File: src/rtl/packet_dma_writer.sv
// Packs a byte-packet stream (4-byte little-endian address header, then payload)
// into 32-bit little-endian memory writes with byte strobes on a valid/ready port.
module packet_dma_writer (
  input  logic        clock,
  input  logic        clear_n,
  input  logic        in_valid,
  input  logic [7:0]  in_data,
  input  logic        in_last,
  output logic        in_ready,
  output logic        mem_write_valid,
  input  logic        mem_write_ready,
  output logic [31:0] mem_address,
  output logic [31:0] mem_write_data,
  output logic [3:0]  mem_write_strobe,
  output logic        packet_done,
  output logic        packet_error
);

  typedef enum logic [1:0] {
    ST_ADDR  = 2'd0,
    ST_DATA  = 2'd1,
    ST_WRITE = 2'd2
  } state_e;

  state_e      state_q, state_d;
  logic [1:0]  hdr_idx_q, hdr_idx_d;
  logic [23:0] hdr_q, hdr_d;
  logic [31:0] addr_q, addr_d;
  logic [31:0] data_q, data_d;
  logic [3:0]  strb_q, strb_d;
  logic [1:0]  lane_q, lane_d;
  logic        last_seen_q, last_seen_d;
  logic        done_q, done_d;
  logic        error_q, error_d;
  logic        accept;

  // Ready depends only on state, so there is no path from in_valid or mem_write_ready.
  assign in_ready         = (state_q != ST_WRITE);
  assign accept           = in_valid & in_ready;
  assign mem_write_valid  = (state_q == ST_WRITE);
  assign mem_address      = addr_q;
  assign mem_write_data   = data_q;
  assign mem_write_strobe = strb_q;
  assign packet_done      = done_q;
  assign packet_error     = error_q;

  always_comb begin
    // NOTE: every _d gets a default before the case, so no path can infer a latch.
    state_d     = state_q;
    hdr_idx_d   = hdr_idx_q;
    hdr_d       = hdr_q;
    addr_d      = addr_q;
    data_d      = data_q;
    strb_d      = strb_q;
    lane_d      = lane_q;
    last_seen_d = last_seen_q;
    done_d      = 1'b0;
    error_d     = 1'b0;

    case (state_q)
      ST_ADDR: begin
        if (accept) begin
          if (hdr_idx_q == 2'd3) begin
            hdr_idx_d = 2'd0;
            if (in_last) begin
              done_d = 1'b1;
            end else begin
              addr_d  = {in_data, hdr_q[23:2], 2'b00};
              lane_d  = 2'd0;
              state_d = ST_DATA;
            end
          end else if (in_last) begin
            error_d   = 1'b1;
            hdr_idx_d = 2'd0;
          end else begin
            hdr_d[{hdr_idx_q, 3'b000} +: 8] = in_data;
            hdr_idx_d = hdr_idx_q + 2'd1;
          end
        end
      end

      ST_DATA: begin
        if (accept) begin
          data_d[{lane_q, 3'b000} +: 8] = in_data;
          strb_d[lane_q]                = 1'b1;
          lane_d                        = lane_q + 2'd1;
          if ((lane_q == 2'd3) || in_last) begin
            last_seen_d = in_last;
            state_d     = ST_WRITE;
          end
        end
      end

      ST_WRITE: begin
        if (mem_write_ready) begin
          data_d = 32'd0;
          strb_d = 4'd0;
          lane_d = 2'd0;
          if (last_seen_q) begin
            done_d  = 1'b1;
            state_d = ST_ADDR;
          end else begin
            // Address wraps modulo 2^32 after 0xFFFFFFFC.
            addr_d  = addr_q + 32'd4;
            state_d = ST_DATA;
          end
        end
      end

      default: state_d = ST_ADDR;
    endcase
  end

  // NOTE: sequential state uses non-blocking assignments only, so all registers
  // update together from the values present before the edge.
  always_ff @(posedge clock or negedge clear_n) begin
    if (!clear_n) begin
      state_q     <= ST_ADDR;
      hdr_idx_q   <= 2'd0;
      hdr_q       <= 24'd0;
      addr_q      <= 32'd0;
      data_q      <= 32'd0;
      strb_q      <= 4'd0;
      lane_q      <= 2'd0;
      last_seen_q <= 1'b0;
      done_q      <= 1'b0;
      error_q     <= 1'b0;
    end else begin
      state_q     <= state_d;
      hdr_idx_q   <= hdr_idx_d;
      hdr_q       <= hdr_d;
      addr_q      <= addr_d;
      data_q      <= data_d;
      strb_q      <= strb_d;
      lane_q      <= lane_d;
      last_seen_q <= last_seen_d;
      done_q      <= done_d;
      error_q     <= error_d;
    end
  end

endmodule

File: config.mk
export PLATFORM = sky130hd
export DESIGN_NAME = packet_dma_writer
export DESIGN_NICKNAME = d
export VERILOG_FILES = /design/src/rtl/packet_dma_writer.sv
export SDC_FILE = /design/constraint.sdc
export NUM_CORES = 1
export LEC_CHECK = 0
export CORE_MARGIN = 3
export CORE_UTILIZATION = 50
export CTS_BUF_LIST = sky130_fd_sc_hd__clkbuf_8
export DETAILED_ROUTE_END_ITERATION = 10
export PLACE_DENSITY = 0.88
export SYNTH_ARGS = -nofsm -noshare
export SYNTH_HDL_FRONTEND = slang
export SYNTH_SLANG_ARGS = --single-unit
File: constraint.sdc
create_clock -name clock -period 2.1 [get_ports clock]
set_clock_uncertainty 0.05 [all_clocks]
set_input_delay 0.42 -clock clock [delete_from_list [all_inputs] [get_ports clock]]
set_output_delay 0.42 -clock clock [all_outputs]
set_load 0.01 [all_outputs]
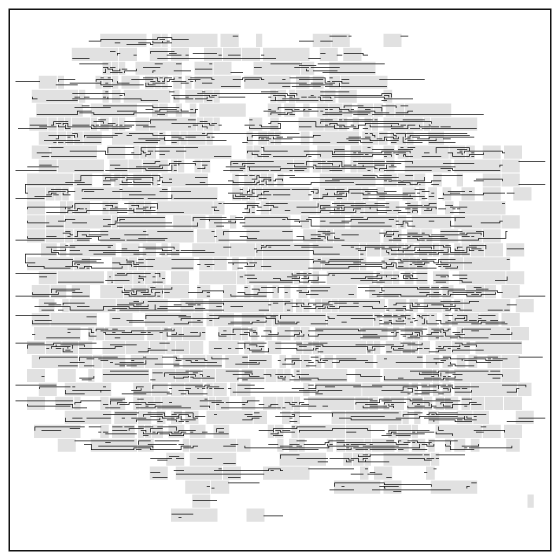
*The metal 1 layer, run 1*
share of all routed wire: 40%
longest straight run: 27.6 um

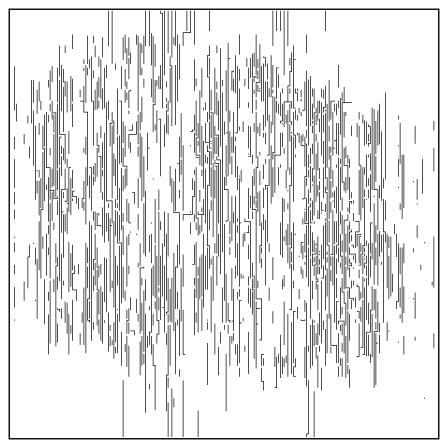
*Signal wires on met2, run 1*
nets with wire on the layer: 567
share of all routed wire: 48%
wire length on this layer: 6740 um
main direction: vertical

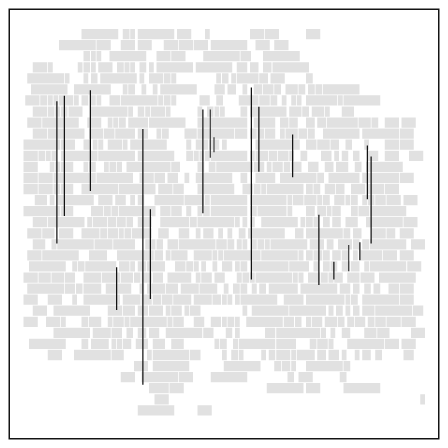
*Signal wires on met4, run 1*
share of all routed wire: 2.6%
wire length on this layer: 361 um
nets with wire on the layer: 17
longest straight run: 62.6 um

==> run summary, run 1 <==
Here are the numbers from the latest Yosys + OpenROAD run.

The length in cells of the worst reg-to-reg path came out at 8. The area enclosed by the die boundary came out at 11070 um^2. In the synthesized netlist, the cells that appear most often are sky130_fd_sc_hd__nand2_1, sky130_fd_sc_hd__dfrtp_1, sky130_fd_sc_hd__o21ai_0.

The final non-filler cell area is roughly 6400 um^2. The static power due to leakage came out at about 2.8 nW. The number of pins with negative max-slew slack in the final report came out at 0. Of the combinational cells, the family taking the most area is simple AND/OR/NAND/NOR gates. The total congestion overflow after global routing came out at 0. The mapped netlist covers just under 5000 um^2. In the synthesized netlist, mux cells make up less than 1% of the area. The routed layout has 4622 vias. Buffers placed on the I/O ports in this run total roughly 82. The number of failing setup endpoints in the final timing report is 0. The critical path's slowest cell is sky130_fd_sc_hd__clkdlybuf4s50_1. The reg2reg setup slack came out at 140 ps.

According to the timing report, the critical path is captured at mem_address[19]. The count of cells along the worst hold path is 2. The number of top-level pins is 85.

The most used flip-flop cell after synthesis is sky130_fd_sc_hd__dfrtp_1. The inverter tally of the final layout excluding the clock network came out at 7. The number of warnings the tools reported came out at 37.

Among all cell types in the netlist, the one instantiated most often is sky130_fd_sc_hd__nand2_1. The instance count of the mapped netlist came out at 530. For reference, compound AND-OR and OR-AND cells occupy ~20% of the area reported after synthesis. The flow ran to the end, and the final reports show no timing, DRC or antenna violations. The area of the core came out at about 9400 um^2. The final layout reports a setup TNS of 0 ps. The count of non-filler cells in the finished layout came out at between 700 and 800. The clock reaches the later pin of the worst-skew pair after between 300 and 400 ps. The count of TritonRoute iterations in the first routing pass is 6. The most common logic cells in the final layout are sky130_fd_sc_hd__nand2_1, sky130_fd_sc_hd__dfrtp_1, sky130_fd_sc_hd__clkdlybuf4s50_1, sky130_fd_sc_hd__o21ai_0, sky130_fd_sc_hd__buf_4. The capture point of the worst register-to-register path is recorded as mem_address[31].

Looking at the worst setup and hold paths, the clock pins of their registers show a slew of roughly 100 ps. The fraction of area in multi-input gates is around 36%. The core utilization of the finished layout is between 60% and 70%.

The share of async-settable or async-resettable flops after synthesis is 100.0%. The ratio of final minimum period to clock period is 94.64%. The clock buffer instance count of the final layout is 10. The number of ordinary and repair buffers in the finished layout came out at about 130. Checking hold timing, the worst path is listed with class register to register.

The violation tally recorded at the end of detailed-routing iteration 0 is ~370. Measured along the x axis, the die boundary spans between 100 and 150 um. The area growth from synthesis to layout is 31.08%.

The worst VDD IR drop from the latest analysis is roughly 0.00056 V. The worst hold slack came out at 441.4 ps. The main area contributors are sky130_fd_sc_hd__dfrtp_1, sky130_fd_sc_hd__nand2_1, sky130_fd_sc_hd__o21ai_0. The detailed placer's ending HPWL is approximately 10000 um. Counting flops and latches in the post-synthesis netlist gives between 90 and 100. The routed via count divided by cell count is between 5 and 6. The endpoint with the worst hold slack is mem_write_data[15].

The count of unique library cells instantiated by Yosys came out at between 60 and 70. The final weighted congestion in routability-driven placement came out at 0.9153. The largest net degree at the start of global routing is 34.

The sort of element at the end of the critical path is a primary output. TritonCTS built the clock tree. The number of post-CTS setup repair buffers is 2. The synthesis report lists the Yosys warning total as 0. The post-synth tally of flip-flops with integrated enable came out at 0.

The post-CTS resize count is 3. Per the detail_route report, DRC violations left total 0. According to the floorplan report, the die height is around 110 um.

The total of max-cap violations is 0. The wire length per cell after detailed routing is 18.10 um. In this run, placement finished with an instance count of 757. The cell group occupying the most layout area is sequential cells. The total area of sequential cells came out at approximately 2400 um^2. For this run, the slowest stage of the critical path takes slightly above 600 ps.

The number of tapcells is approximately 130. The hold buffer count at cts came out at 1. The pin closest to its max-slew limit shows a slew of between 500 and 600 ps. The number of antenna diodes is 0.

Per the synthesis report, the dominant area consumer among library cells is sky130_fd_sc_hd__dfrtp_1. Looking at the reg2reg group, the worst path starts from state_q[0]. The share of final-layout standard cells stronger than drive strength 1 is 14.68%. The first-pass GRT wire length is between 20000 and 25000 um. The number of logic stages on the critical path including buffering is 1. The average instance in the mapped netlist occupies around 9.3 um^2. Broken down by cell family, the worst path's largest delay share belongs to buffers and inverters. The headroom to the max-slew limit is approximately 66%.

The flip-flop and latch share of the layout cell area is between 30% and 40%. The placement stage leaves a total instance area of slightly above 6000 um^2. For this run, the total global-route usage over all layers was measured as about a quarter. The endpoint arrival time on the critical path came out at between 1500 and 2000 ps.
[run 1: power breakdown]
part	leakage, nW	internal (mW)	switching [mW]
clock	0.127	0.828	0.680
sequential	1.29	2.44	0.616
combinational	1.34	1.56	1.55
[run 1: flip-flops by register name, indices dropped and copies added, names as in the netlist]
name / cells
mem_write_data: 32
hdr_idx_q: 2
hdr_q: 22
state_q: 2
packet_done: 1
mem_address: 30
mem_write_strobe: 4
packet_error: 1
last_seen_q: 1
lane_q: 2
[run 1: per-layer routing]
metal / track usage (%) / up-vias / share of wire [%] / routed length, um
li1: - / 2113 / - / -
met1: 33.28 / 2228 / 40 / 5628
met2: 41.76 / 241 / 48 / 6738
met3: 7.968 / 40 / 9.4 / 1319
met4: 10.40 / 0 / 2.6 / 361
met5: 0 / - / 0 / 0
### Cell area per tile, run 1

Bar = 20 um. 11 x 11 tiles, from dark blue (low) to red (high), 0 to 100% covered.
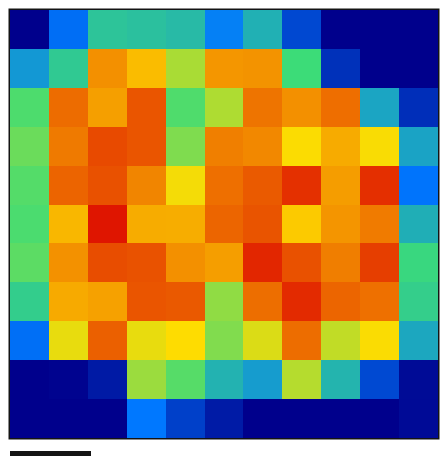

--- run 2 (diff from run 1) ---
CORE_UTILIZATION = 35   (was 50)
PLACE_DENSITY = 0.69   (was 0.88)
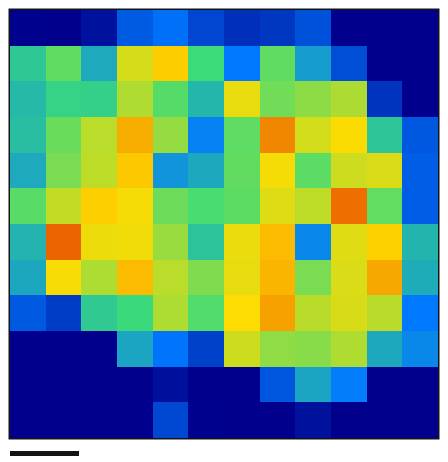
*Cell area per tile, run 2*
Bar = 20 um. 12 x 12 tiles, from dark blue (low) to red (high), 0 to 100% covered.
tiles over 75% full: 9.0%
mean over tiles: 41%
nearly empty tiles: 20%
fullest tile: 89%
emptiest ninth of the die: south-west

==> run 2 against run 1 <==
  * Area after synthesis unchanged
  * Sequential power decreased by 1%
  * Sequential cell count unchanged
  * Worst hold slack got worse by 48 ps
  * Routed wire length increased by 2.7%
  * Sequential share of layout area decreased by 0.31 points
  * Final area increased by 0.78%
  * Critical path type is now register to register
  * Largest power group unchanged
==> run summary, run 2 <==
Here are the numbers from the latest Yosys + OpenROAD run.

The first-pass GRT wire length is 23710 um (+1.4%). The register clock-pin slew on the reported worst setup and hold paths came to 110 ps (about the same). The post-synth tally of flip-flops with integrated enable was 0 (unchanged). The total congestion overflow after global routing is 0 (unchanged).

The top contributor to total power is combinational cells. The dominant non-sequential cell family after synthesis is simple AND/OR/NAND/NOR gates. The fraction of area in multi-input gates came out at 35.77% (-0.24 points). The final weighted congestion in routability-driven placement is 0.8625 (-5.8%). The flip-flop and latch share of the layout cell area is 37.35% (-0.31 points). The number of placed instances with taps included is 813 (+7.4%). The number of tapcells came out at 176 (+36%). The total cell area at the placement stage was 6281 um^2 (+2.1%). The headroom to the max-slew limit is 63.15% (-2.9 points). The area share of and-or/or-and cells after synthesis came out at 20.27% (unchanged). By instance count, the leading cell after synthesis is sky130_fd_sc_hd__nand2_1. In the post-synthesis netlist, the biggest area contributors are sky130_fd_sc_hd__dfrtp_1, sky130_fd_sc_hd__nand2_1, sky130_fd_sc_hd__o21ai_0.

The capture instance of the worst register-to-register path is mem_address[9]. The sequential power is 3.01 mW (-1%). The reported net switching power came to 2.876 mW (+0.86%). The flow ran to the end, and the final reports show no timing, DRC or antenna violations. The total internal power is 4.496 mW (-6.9%). The total number of vias came out at 4492 (-2.8%). The relative contribution of sequential cells to total power is 40.9% (+1.1 points). The total of max-cap violations came out at 0 (unchanged).

The hold buffer count at cts came out at 1 (unchanged). The endpoint arrival time on the critical path came out at 2200 ps (+680 ps). The netlist area before placement was 4920 um^2 (unchanged). The start of the worst register-to-register path is hdr_idx_q[0]. TritonCTS built the clock tree. The post-CTS resize count was 3 (unchanged). The number of buffer cells added on primary ports came out at 82 (unchanged). The synthesis warning total came to 0 (unchanged). The number of flip-flops under the largest register name came out at 32 (unchanged).

The number of antenna diodes came to 0 (unchanged). In this run the top signal layer used is met4. The power share of the clock group came to 16.3% (-3.4 points).

The final non-filler cell area is 6499 um^2 (+0.78%). The met1 wire length came out at 6383 um (+13%). The sum of negative setup slack came to 0 ps (unchanged).

The DRC violation count after routing came out at 0 (unchanged). The share of total power consumed by net switching is 39.01% (+1.9 points). The number of top-level pins came out at 85 (unchanged).

The share of final-layout standard cells stronger than drive strength 1 is 15.14% (+0.45 points).
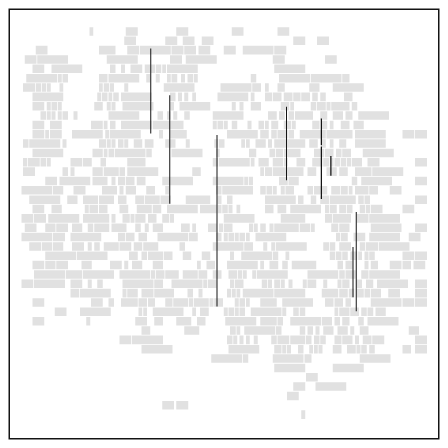
*Signal wires on met4, run 2*
wire length on this layer: 197 um
main direction: vertical
share of all routed wire: 1.4%

[run 2: cell counts after synthesis]
No cell type changed its count.
[run 2: cells by family (layout without fill, tap and decap cells)]
group	count (synthesis)	in the layout
compound gates	159	159
fa+ha+maj	14	14
flops	97	97
mux	3	3
simple gates	215	215
buf+inv	41	164
other cells	1	2
[run 2: worst max-delay path, cell delays in order, from the launching register on]
cell                       delay, ps
sky130_fd_sc_hd__dfrtp_1         430
sky130_fd_sc_hd__ha_1            290
sky130_fd_sc_hd__nor2b_1         180
sky130_fd_sc_hd__a21oi_1         190
sky130_fd_sc_hd__buf_4           190
sky130_fd_sc_hd__buf_12          150
sky130_fd_sc_hd__a21oi_1          60
sky130_fd_sc_hd__o2bb2a_1        330
Power figures rest on the tool's default switching activity, not on a simulated workload.
